Metal 1:
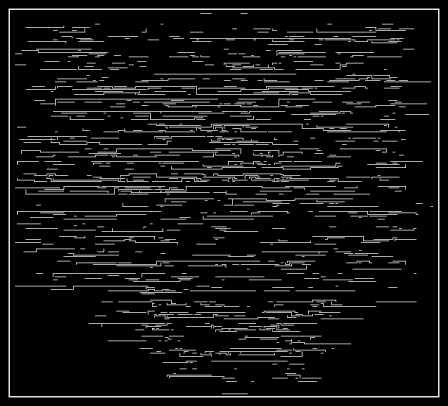
Signal wires on met2:
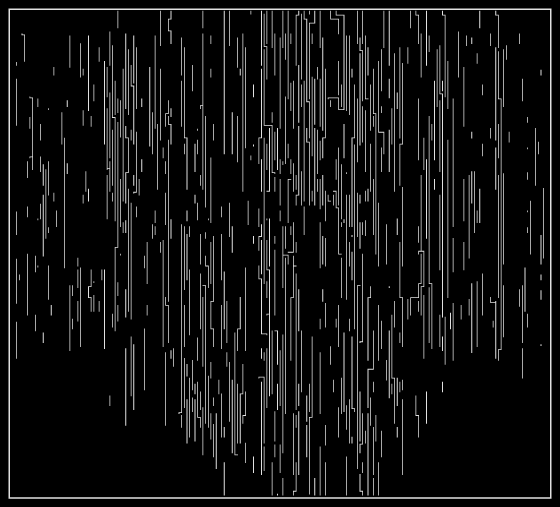
M3 wires:
Scale bar: 20 µm.
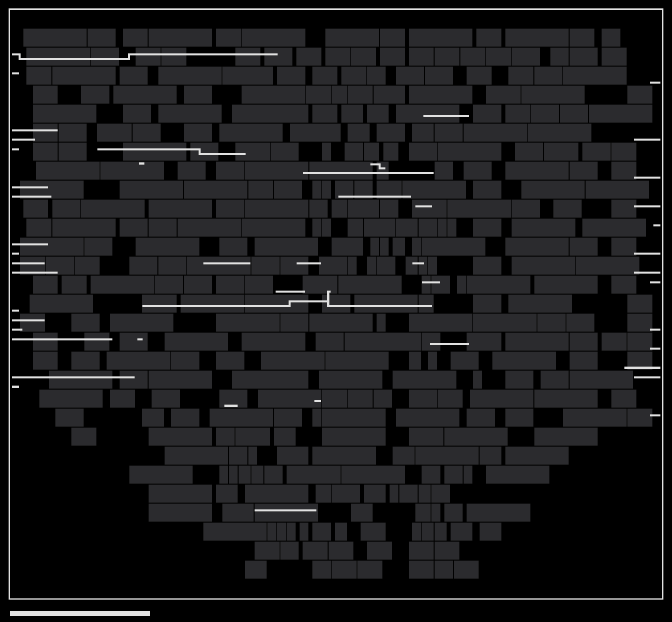
$ cat src/rtl/pwm_cfg_pkg.sv
// Shared constants and FSM encoding for the PWM shadow-register commit controller.
package pwm_cfg_pkg;

  localparam int NUM_REGS = 5;

  localparam logic [6:0] ADDR_OUT_LO = 7'd0;
  localparam logic [6:0] ADDR_OUT_HI = 7'd1;
  localparam logic [6:0] ADDR_PWM_LO = 7'd2;
  localparam logic [6:0] ADDR_PWM_HI = 7'd3;
  localparam logic [6:0] ADDR_DUTY   = 7'd4;

  typedef logic [1:0] state_t;
  localparam state_t ST_IDLE    = 2'd0;
  localparam state_t ST_PENDING = 2'd1;
  localparam state_t ST_COMMIT  = 2'd2;

endpackage

$ cat src/rtl/pwm_period_timer.sv
// Free-running PWM time base: prescaler feeding an 8-bit ramp, flags the last clk of each period.
module pwm_period_timer #(
  parameter int PRESCALE = 13
) (
  input  logic       clk,
  input  logic       rst_n,
  output logic [7:0] pwm_cnt,
  output logic       period_end
);

  localparam int PW = $clog2(PRESCALE);

  logic [PW-1:0] pre_cnt;
  logic          pre_wrap;

  assign pre_wrap   = (pre_cnt == PW'(PRESCALE - 1));
  assign period_end = pre_wrap & (pwm_cnt == 8'hFF);

  always_ff @(posedge clk or negedge rst_n) begin
    if (!rst_n) begin
      pre_cnt <= '0;
      pwm_cnt <= '0;
    end else if (pre_wrap) begin
      pre_cnt <= '0;
      pwm_cnt <= pwm_cnt + 8'd1;
    end else begin
      pre_cnt <= pre_cnt + PW'(1);
    end
  end

endmodule

$ cat src/rtl/pwm_cfg_commit.sv
// Shadow/dirty register file with an atomic commit to the active PWM configuration,
// committed at a period boundary or on request, never while the host transaction holds.
module pwm_cfg_commit
  import pwm_cfg_pkg::*;
#(
  parameter int PRESCALE = 13
) (
  input  logic        clk,
  input  logic        rst_n,
  input  logic        wr_valid,
  input  logic [6:0]  wr_addr,
  input  logic [7:0]  wr_data,
  output logic        wr_ready,
  input  logic        hold,
  input  logic        commit_now,
  output logic        err_addr,
  output logic [15:0] en_reg_out,
  output logic [15:0] en_reg_pwm,
  output logic [7:0]  pwm_duty_cycle,
  output logic [7:0]  pwm_cnt,
  output logic        period_end,
  output logic        pending
);

  logic [NUM_REGS-1:0][7:0] shadow;
  logic [NUM_REGS-1:0][7:0] active;
  logic [NUM_REGS-1:0]      dirty;
  state_t                   state, state_nxt;
  logic                     wr_fire, in_range, wr_hit;

  pwm_period_timer #(.PRESCALE(PRESCALE)) u_timer (
    .clk        (clk),
    .rst_n      (rst_n),
    .pwm_cnt    (pwm_cnt),
    .period_end (period_end)
  );

  assign wr_ready = (state != ST_COMMIT);
  assign wr_fire  = wr_valid & wr_ready;
  assign in_range = (wr_addr < 7'(NUM_REGS));
  assign wr_hit   = wr_fire & in_range;
  assign pending  = |dirty;

  assign en_reg_out     = {active[ADDR_OUT_HI], active[ADDR_OUT_LO]};
  assign en_reg_pwm     = {active[ADDR_PWM_HI], active[ADDR_PWM_LO]};
  assign pwm_duty_cycle = active[ADDR_DUTY];

  // Writes are blocked during COMMIT, so the copy and the shadow update never collide.
  always_ff @(posedge clk or negedge rst_n) begin
    if (!rst_n) begin
      shadow <= '0;
      dirty  <= '0;
      active <= '0;
    end else begin
      for (int i = 0; i < NUM_REGS; i++) begin
        if (state == ST_COMMIT) begin
          if (dirty[i]) active[i] <= shadow[i];
          dirty[i] <= 1'b0;
        end else if (wr_hit && (wr_addr == 7'(i))) begin
          shadow[i] <= wr_data;
          dirty[i]  <= 1'b1;
        end
      end
    end
  end

  always_ff @(posedge clk or negedge rst_n) begin
    if (!rst_n) err_addr <= 1'b0;
    else        err_addr <= wr_fire & ~in_range;
  end

  always_comb begin
    state_nxt = state;
    case (state)
      ST_IDLE:    if (wr_hit) state_nxt = ST_PENDING;
      ST_PENDING: if ((period_end | commit_now) & ~hold) state_nxt = ST_COMMIT;
      ST_COMMIT:  state_nxt = ST_IDLE;
      default:    state_nxt = ST_IDLE;
    endcase
  end

  always_ff @(posedge clk or negedge rst_n) begin
    if (!rst_n) state <= ST_IDLE;
    else        state <= state_nxt;
  end

endmodule
$ cat config.mk
export PLATFORM = sky130hd
export DESIGN_NAME = pwm_cfg_commit
export DESIGN_NICKNAME = d
export VERILOG_FILES = /design/src/rtl/pwm_cfg_pkg.sv /design/src/rtl/pwm_period_timer.sv /design/src/rtl/pwm_cfg_commit.sv
export SDC_FILE = /design/constraint.sdc
export NUM_CORES = 1
export LEC_CHECK = 0
export CORE_ASPECT_RATIO = 0.9
export CORE_UTILIZATION = 52
export CTS_CLUSTER_SIZE = 20
export DETAILED_ROUTE_END_ITERATION = 6
export PLACE_DENSITY = 0.87
export SETUP_SLACK_MARGIN = 0.02
export SYNTH_ARGS = -nofsm -noshare
export SYNTH_HDL_FRONTEND = slang
export SYNTH_HIERARCHICAL = 1
export SYNTH_SLANG_ARGS = --single-unit
$ cat constraint.sdc
create_clock -name clk -period 1.9 [get_ports clk]
set_clock_uncertainty 0.15 [all_clocks]
set_input_delay 0.19 -clock clk [delete_from_list [all_inputs] [get_ports clk]]
set_output_delay 0.19 -clock clk [all_outputs]
set_load 0.02 [all_outputs]
==> results.txt <==
impl run done, here's what came out: shortest period the worst path allows 1.853 ns, Resized cells post-CTS 7, metal2 WL 4010 µm, final setup violation count 0, Placed Instance Area 4891 µm², reg-to-reg critical path endpoint shadow[38]$_DFFE_PN0P_, final number of hold-violating endpoints 0, Worst slew margin 0.7302, fa+ha+maj area frac 0.009615, fraction of area in registers 0.4837, number of cells in Yosys stat 258, share of layout cells above drive strength 1 0.3571, Top-area cell share 0.6410, Biggest register shadow, crit path DAT 1.51 ns, top fanout value on the critical path 2, largest net degree at the start of global routing 48, Pre-Place Util 0.5461, post-place setup slack -0.1757 ns, Routed met3 length 284 µm, nets@finish 382, # Taps 93, layer with the highest usage met2, Power Total 4.387 mW, chip height 84.20 µm, fin util 0.7238, Seq cells 100, number of flip-flops under the largest register name 40, AND-OR/OR-AND Cells, Area Fraction 0.01410, HP Class in2async, die width 93.33 µm, Synth Warn # 6, CTS H-tree lvls 3, Placer Congestion 0.7812, Tot GR Track Use 0.2248, total negative setup slack 0 ns, DR DRC count 0, router iterations before antenna repair 4, combinational share of cell area 0.2696, Root Driver clkbuf_8, top sig layer met4, YS chip area 3904 µm², CTS tree done, RSZ-0062 raised after global routing yes, FFs w/ async S/R, synth 1.000, clk sinks 100, Critical Path, Cell by Cell inv_2 > ha_4 > nand4_4 > nor3_2 > buf_4, chip area 7858 µm², max incr delay on CP 0.40 ns, top post-synthesis cells by count 100 x dfrtp_1, 80 x mux2_2, 20 x nand2_1, Synth Instances 258, most numerous cell in the Yosys netlist dfrtp_1, first-pass GRT wire length 12990 µm, CLK BUF 11, total grt overflow 0, Via density 5.289, ys flop type dfrtp_1, buffer share of cell area 0.1732, synthesized area per cell 15.13 µm², most frequent logic cell in the layout dfrtp_1, VDD IR max 626.4 µV, Logic inverters 4, cts hold-fix bufs 1, power density over cell area 847.9 nW/µm², non-filler cells in the finished layout 457, xor/xnor share 0.01795, Slew Limit Fails 0, clock tree buffer depth 2, CP max stage cell dfrtp_1, Filler Cells Inserted 435, hold slack final 0.1036 ns, Fmax 539.6 MHz, setup ws final 0.04666 ns, Top area cell types dfrtp_1 64%, mux2_2 23%, nand2_1 1.9%, reg2reg path depth 5, tool warnings 28, simple share 0.07821, vias in the first global route 2494, WS Path Type reg2out, wire length per cell 17.62 µm, Multi-input gate area 1395 µm², worst slew pin tran 0.4038 ns, CP bufs+invs 2, kind of cell adding the most delay to the critical path flip-flops, register-to-register setup slack 0.11 ns, mux cell area share after synthesis 0.2308, reg2reg start state[1]$_DFFE_PN0P_, maxcap violations 0, status complete, no violations, Late-Pin Clk Latency 0.36 ns, Post-Syn Area 3904 µm², clk tree area frac 0.04813, Leading cell kind flip-flops and latches, M1 WL 3612 µm, Synth Register Bits 100, DRT antenna net count 0, I/O pin count 72, Rows 29, total CTS buffers 9, # Post-CTS Setup Buffers 0, Signal buffers 93, final period utilization 0.9754, Worst Setup End Kind output pin, Startpoint Class flop, WP data required 1.56 ns, Static Leak 2.537 nW, area leader, netlist dfrtp_1, register area share after synthesis 0.6410, sequential cell area 2502 µm², mi-comb count 151, CORE AREA 7148 µm², count of library flops with an enable pin 0, Worst-path clk slew 0.09 ns, dpl cells 439, initial antenna violation count 0
## Picture notes: 'metal 1'
longest straight run: 35.4 µm
wire length on this layer: 3610 µm
nets with wire on the layer: 335
vias: 2417
final wirelength: 8051 µm
GR Util met1: 0.3126

## Picture notes: 'signal wires on met2'
wire length on this layer: 4010 µm
main direction: vertical
nets with wire on the layer: 351
share of all routed wire: 50%
longest straight run: 43.3 µm
M2 GR Usage: 0.3476

## Picture notes: 'M3 wires'
longest straight run: 21.2 µm
nets with wire on the layer: 40
main direction: horizontal
share of all routed wire: 3.5%
met3 usage: 0.05072

worst max path at each step:
stage	startpoint	endpoint	cells after the start
6_report	u_timer/pre_cnt[0]$_DFF_PN0_	period_end	5
2_1_floorplan	state[1]$_DFFE_PN0P_	shadow[0]$_DFFE_PN0P_	6
4_1_cts	u_timer/pre_cnt[0]$_DFF_PN0_	period_end	5
3_5_place_dp	wr_addr[6]	shadow[38]$_DFFE_PN0P_	5
3_3_place_gp	wr_addr[6]	shadow[32]$_DFFE_PN0P_	5
5_1_grt	u_timer/pre_cnt[1]$_DFF_PN0_	period_end	5
report_power, final:
group          switching (mW)  total, mW  internal (mW)
combinational           0.198      0.406          0.209
clock                   0.720       1.64          0.918
sequential             0.0822       2.34           2.26
total                    1.00       4.39           3.39
Power and IR drop assume default switching activity.
